## src/rtl/conv_sched_ctrl.sv

```systemverilog
// conv_sched_ctrl: sequences weight loads, conv start pulses and feature-map streaming per channel pair; SCHED_CYCLE_CNT_EN adds o_cycle_cnt
module conv_sched_ctrl #(
   parameter int KERNEL_SIZE = 3,
   parameter int FM_SIZE = 8,
   parameter int PADDING = 0,
   parameter int STRIDE = 1,
   parameter int IN_FM_CH = 1,
   parameter int OUT_FM_CH = 1,
   parameter int FM_W = 30,
   parameter int W_W = 18,
   localparam int K = KERNEL_SIZE,
   localparam int KK = K*K,
   localparam int FS2 = FM_SIZE*FM_SIZE,
   localparam int OUT_SIZE = ((FM_SIZE-K+2*PADDING)/STRIDE)+1,
   localparam int OS2 = OUT_SIZE*OUT_SIZE,
   localparam int WA = (OUT_FM_CH*IN_FM_CH*KK > 1) ? $clog2(OUT_FM_CH*IN_FM_CH*KK) : 1,
   localparam int FA = (IN_FM_CH*FS2 > 1) ? $clog2(IN_FM_CH*FS2) : 1,
   localparam int IW = $clog2(IN_FM_CH)+1,
   localparam int OW = $clog2(OUT_FM_CH)+1,
   localparam int CW = $clog2(((KK > FS2) ? KK : FS2)+1),
   localparam int RW = $clog2(OS2+1)
) (
   input  logic               i_clk,
   input  logic               i_rst,
   input  logic               i_go,
   output logic               o_busy,
   output logic               o_done,
   output logic               o_w_rd,
   output logic [WA-1:0]      o_w_addr,
   input  logic [W_W-1:0]     i_w_data,
   output logic               o_fm_rd,
   output logic [FA-1:0]      o_fm_addr,
   input  logic [FM_W-1:0]    i_fm_data,
   output logic               o_conv_go,
   output logic [KK*W_W-1:0]  o_conv_weight,
   output logic [FM_W-1:0]    o_conv_fm_data,
   output logic               o_conv_fm_valid,
   input  logic               i_conv_en,
   output logic [IW-1:0]      o_in_ch,
   output logic [OW-1:0]      o_out_ch
`ifdef SCHED_CYCLE_CNT_EN
   ,
   output logic [31:0]        o_cycle_cnt
`endif
);
   typedef enum logic [2:0] {IDLE, W_LOAD, GO, FM_STREAM, DRAIN, DONE} state_t;
   state_t state;
   logic [CW-1:0] cnt;
   logic [RW-1:0] res_cnt;
   logic last_in, last_out, res_full, res_win;
   logic [IW-1:0] nxt_in;
   logic [OW-1:0] nxt_out;

   function automatic logic [WA-1:0] w_base(input logic [OW-1:0] oc, input logic [IW-1:0] ic);
      return WA'((int'(oc)*IN_FM_CH + int'(ic))*KK);
   endfunction

   assign last_in = o_in_ch == IW'(IN_FM_CH-1);
   assign last_out = o_out_ch == OW'(OUT_FM_CH-1);
   assign nxt_in = last_in ? '0 : o_in_ch + IW'(1);
   assign nxt_out = last_in ? o_out_ch + OW'(1) : o_out_ch;
   assign res_full = res_cnt == RW'(OS2);
   assign res_win = state == GO || state == FM_STREAM || state == DRAIN;
   assign o_conv_fm_data = o_conv_fm_valid ? i_fm_data : '0;

   // Pass sequencer: weight load, conv start, pixel stream, result drain, channel advance
   always_ff @(posedge i_clk or posedge i_rst)
      if (i_rst) begin
         state <= IDLE;
         cnt <= '0;
         o_busy <= 1'b0;
         o_done <= 1'b0;
         o_w_rd <= 1'b0;
         o_w_addr <= '0;
         o_fm_rd <= 1'b0;
         o_fm_addr <= '0;
         o_conv_go <= 1'b0;
         o_conv_weight <= '0;
         o_conv_fm_valid <= 1'b0;
         o_in_ch <= '0;
         o_out_ch <= '0;
      end else begin
         o_done <= 1'b0;
         o_conv_go <= 1'b0;
         o_conv_fm_valid <= o_fm_rd;
         case (state)
            IDLE: if (i_go) begin
               state <= W_LOAD;
               o_busy <= 1'b1;
               o_in_ch <= '0;
               o_out_ch <= '0;
               cnt <= '0;
               o_w_rd <= 1'b1;
               o_w_addr <= '0;
            end
            W_LOAD: begin
               if (cnt != '0) o_conv_weight[(int'(cnt)-1)*W_W +: W_W] <= i_w_data;
               o_w_rd <= cnt < CW'(KK-1);
               if (cnt < CW'(KK-1)) o_w_addr <= o_w_addr + WA'(1);
               cnt <= cnt + CW'(1);
               if (cnt == CW'(KK)) begin
                  state <= GO;
                  o_conv_go <= 1'b1;
                  cnt <= '0;
               end
            end
            GO: begin
               state <= FM_STREAM;
               o_fm_rd <= 1'b1;
               o_fm_addr <= FA'(int'(o_in_ch)*FS2);
            end
            FM_STREAM: begin
               cnt <= cnt + CW'(1);
               if (cnt == CW'(FS2-1)) begin
                  state <= DRAIN;
                  o_fm_rd <= 1'b0;
                  cnt <= '0;
               end else o_fm_addr <= o_fm_addr + FA'(1);
            end
            DRAIN: if (res_full) begin
               o_in_ch <= nxt_in;
               o_out_ch <= (last_in && last_out) ? '0 : nxt_out;
               if (last_in && last_out) begin
                  state <= DONE;
                  o_done <= 1'b1;
               end else begin
                  state <= W_LOAD;
                  o_w_rd <= 1'b1;
                  o_w_addr <= w_base(nxt_out, nxt_in);
               end
            end
            DONE: begin
               state <= IDLE;
               o_busy <= 1'b0;
            end
            default: state <= IDLE;
         endcase
      end

   // Result counter: counts strobes from GO through DRAIN, saturates, clears when a pass drains
   always_ff @(posedge i_clk or posedge i_rst)
      if (i_rst) res_cnt <= '0;
      else if (state == IDLE || (state == DRAIN && res_full)) res_cnt <= '0;
      else if (i_conv_en && res_win && !res_full) res_cnt <= res_cnt + RW'(1);

`ifdef SCHED_CYCLE_CNT_EN
   // Busy-cycle counter: restarts on an accepted go, saturates, holds its value in IDLE
   always_ff @(posedge i_clk or posedge i_rst)
      if (i_rst) o_cycle_cnt <= '0;
      else if (state == IDLE && i_go) o_cycle_cnt <= '0;
      else if (o_busy && o_cycle_cnt != '1) o_cycle_cnt <= o_cycle_cnt + 32'd1;
`endif
endmodule

```

## config.mk

```make
export PLATFORM = sky130hd
export DESIGN_NAME = conv_sched_ctrl
export DESIGN_NICKNAME = d
export VERILOG_FILES = /design/src/rtl/conv_sched_ctrl.sv
export SDC_FILE = /design/constraint.sdc
export NUM_CORES = 1
export LEC_CHECK = 0
export ABC_AREA = 1
export CAP_MARGIN = 20
export CORE_ASPECT_RATIO = 1.75
export CORE_MARGIN = 5
export CORE_UTILIZATION = 48
export DETAILED_ROUTE_END_ITERATION = 10
export PLACE_DENSITY = 0.87
export SYNTH_ARGS = -nofsm -noshare
export SYNTH_HDL_FRONTEND = slang
export SYNTH_SLANG_ARGS = --single-unit
```

## constraint.sdc

```tcl
create_clock -name i_clk -period 7.6 [get_ports i_clk]
set_input_delay 2.28 -clock i_clk [delete_from_list [all_inputs] [get_ports i_clk]]
set_output_delay 2.28 -clock i_clk [all_outputs]
set_load 0.05 [all_outputs]
```

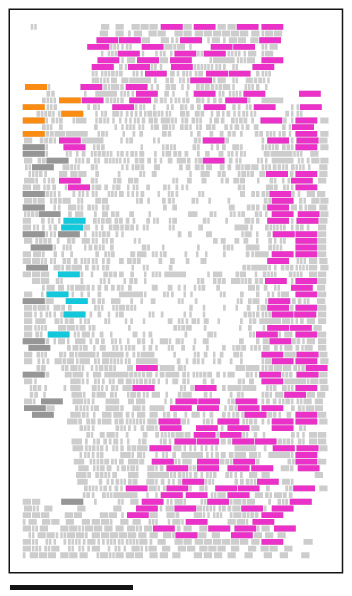
**Above:** sequential cells colored by netlist name.
Bar = 50 µm. Other sequential cells in the stronger gray, the rest of the logic in the fainter gray.
name in the netlist	color	placed flops
res_cnt	orange	6
o_conv_weight	magenta	162
cnt	cyan	7
not colored	19
final core occ: 61.32%
register area: 4855 µm²

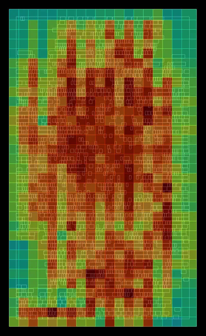
**Above:** routing congestion.
GR peak layer: met2
gr usage total: 31.67%
routed wire length per instance: 19.30 µm

==> out/metrics.cfg <==
[run_status]
status = finished clean

[setup_path]
crit_chain = clkdlybuf4s50_1 -> nand2_1 -> inv_1 -> clkdlybuf4s50_1
end_kind = output pin
startpoint_type = input pin
crit_family = buffers and inverters
crit_path_end = o_conv_fm_data[12]
path_max_fanout = 1
worstPathRequired_ns = 5.32
cpMostUsedCell = clkdlybuf4s50_1
reg2reg_slack_ns = 1.63
arrival_ns = 3.72
crit_start = i_fm_data[12]
cp.depth = 4
path_buffers = 3
cp_slowest_stage_delay_ns = 0.83
cp_slowest_cell = clkdlybuf4s50_1
r2r_cells = 31
timing.rr.start = cnt[1]$_DFFE_PP0P_
reg2reg_to = o_conv_weight[17]$_DFFE_PP0P_
crit_type = in -> out

[finish]
area_growth_pct = 27.00
antennaDiodeCount = 0
reg_top3 = o_conv_weight x162, cnt x7
sh_comb_area_pct = 42.46
logic_gates = 1430
layout_top_cells = nand2_1 (635), clkdlybuf4s50_1 (259), nand3_1 (212), inv_1 (203), dfrtp_1 (194)
logic_area_um2 = 7063
clock_area_share_pct = 3.423
regMostFlops = o_conv_weight
seq_share_pct = 29.19
drive_gt1_share_pct = 8.096
buffers = 283
seq_cells = 194
layout_top_cell = nand2_1
nNetsFinal = 2239
inv_count = 235
nClkBuffers = 19
design_area_um2 = 16630
buf_share_pct = 16.79
dominant_cells = multi-input combinational cells
layout.cells.non_filler = 2543
largest_reg_flops = 162
n_fill_cell = 2420

[logic_synthesis]
simple_gate_share_pct = 39.64
top_cell = nand2_1
top_cells_by_area = dfrtp_1 (37%), nand2_1 (18%), nand3_1 (8.1%)
ys_cells = 1929
ys_sh_aoi_pct = 9.811
top_area_share_pct = 37.07
synth_flops = 194
synth-seq-area-share_pct = 37.07
ys_area_um2 = 13100
yosysTopAreaCell = dfrtp_1
mux_share_pct = 0.6305
synthFlopType = dfrtp_1
top_logic_kind = simple AND/OR/NAND/NOR gates
common_cells = nand2_1 (635), nand3_1 (212), inv_1 (204), dfrtp_1 (194), nor2_1 (149)
synth.avg_cell_area_um2 = 6.790
edf_count = 0
ys_sh_adder_pct = 2.541
netlist_area_um2 = 13100
yosysUniqueCellTypes = 52
synthArstFlopShare_pct = 100.0
yosys_warnings = 0
ys_sh_xor_pct = 1.060
syn_inst = 1929

[cts]
cts_tree = yes
cts_sinks = 194
cts_resized = 0
holdBufCountCts = 0
clk_latency_ns = 0.46
cts_setup_buffers = 0
clock_path_buffers = 2
cts_max_level = 4
root_buffer = clkbuf_16
path_clk_slew_ns = 0.08
cts_made_buffers = 17

[worst_hold_path]
min_to = o_conv_fm_valid$_DFF_PP0_
hp-class = reg -> reg
hold_depth = 0
min_from = o_fm_rd$_DFFE_PP0P_

[floorplanning]
nWellTaps = 369
ioPinCount = 262
die_w_um = 134.9
die_height_um = 228.5
core_area_um2 = 27130
die-area_um2 = 30820
fp_util_pct = 48.28
rows = 80

[routing]
wl_met2_um = 25380
m1WireLength_um = 15970
ant_nets = 0
firstDrtPassIters = 8
avgViaCountPerCell = 5.623
drtIter0Drc = 1397
drc = 0
wl_met3_um = 3432
top_layer = met4

[place]
dpl.cell_count = 2510
numPortBuffers = 259
dp_hpwl_um = 38190
place_ws_ns = 1.589
place_congestion = 1.029

[timing]
final-setup-viol-count = 0
holdWs_ns = 0.4438
skew_ns = 0.01706
fin_tns_setup_ns = 0
fmax_mhz = 166.5
max_slew_margin_pct = 26.02
setup_ws_ns = 1.596
hold_viol_final = 0
layout_min_cycle_time_ns = 6.004
finalCritPeriodShare_pct = 79.00
grt_setup_unrepaired = false
slew_viol_final = 0

[job]
warning_count = 30
max_cap_viol_count = 0

[grt]
antenna_found_initial = 0
met1_usage_pct = 32.06
grt_pass1_wl_um = 76180
grt_max_degree = 88
grtUsageMet3_pct = 5.837
grt_use_met2_pct = 56.17
grt_pass1_vias = 14170
grt_overflow_total = 0

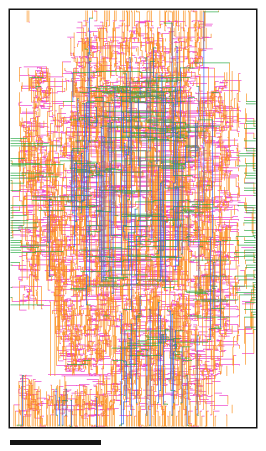
**Above:** signal wires by layer.
Bar = 50 µm.
layer	color	wire length
met4	blue	4290 µm
met1	magenta	16000 µm
met2	orange	25.4 mm
met3	green	3430 µm
Vias: 14300
Final Routed Wirelength: 49070 µm

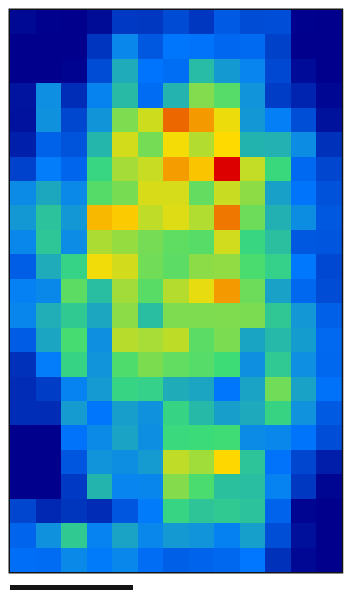
**Above:** signal metal coverage by tile.
Bar = 50 µm. The die is cut into 13 by 23 equal tiles; dark blue is low, red is high, scaled to the fullest tile. Values are wire area over tile area, all layers added.
tiles over half the peak	25%
mean over tiles	0.27
fullest tile	0.80

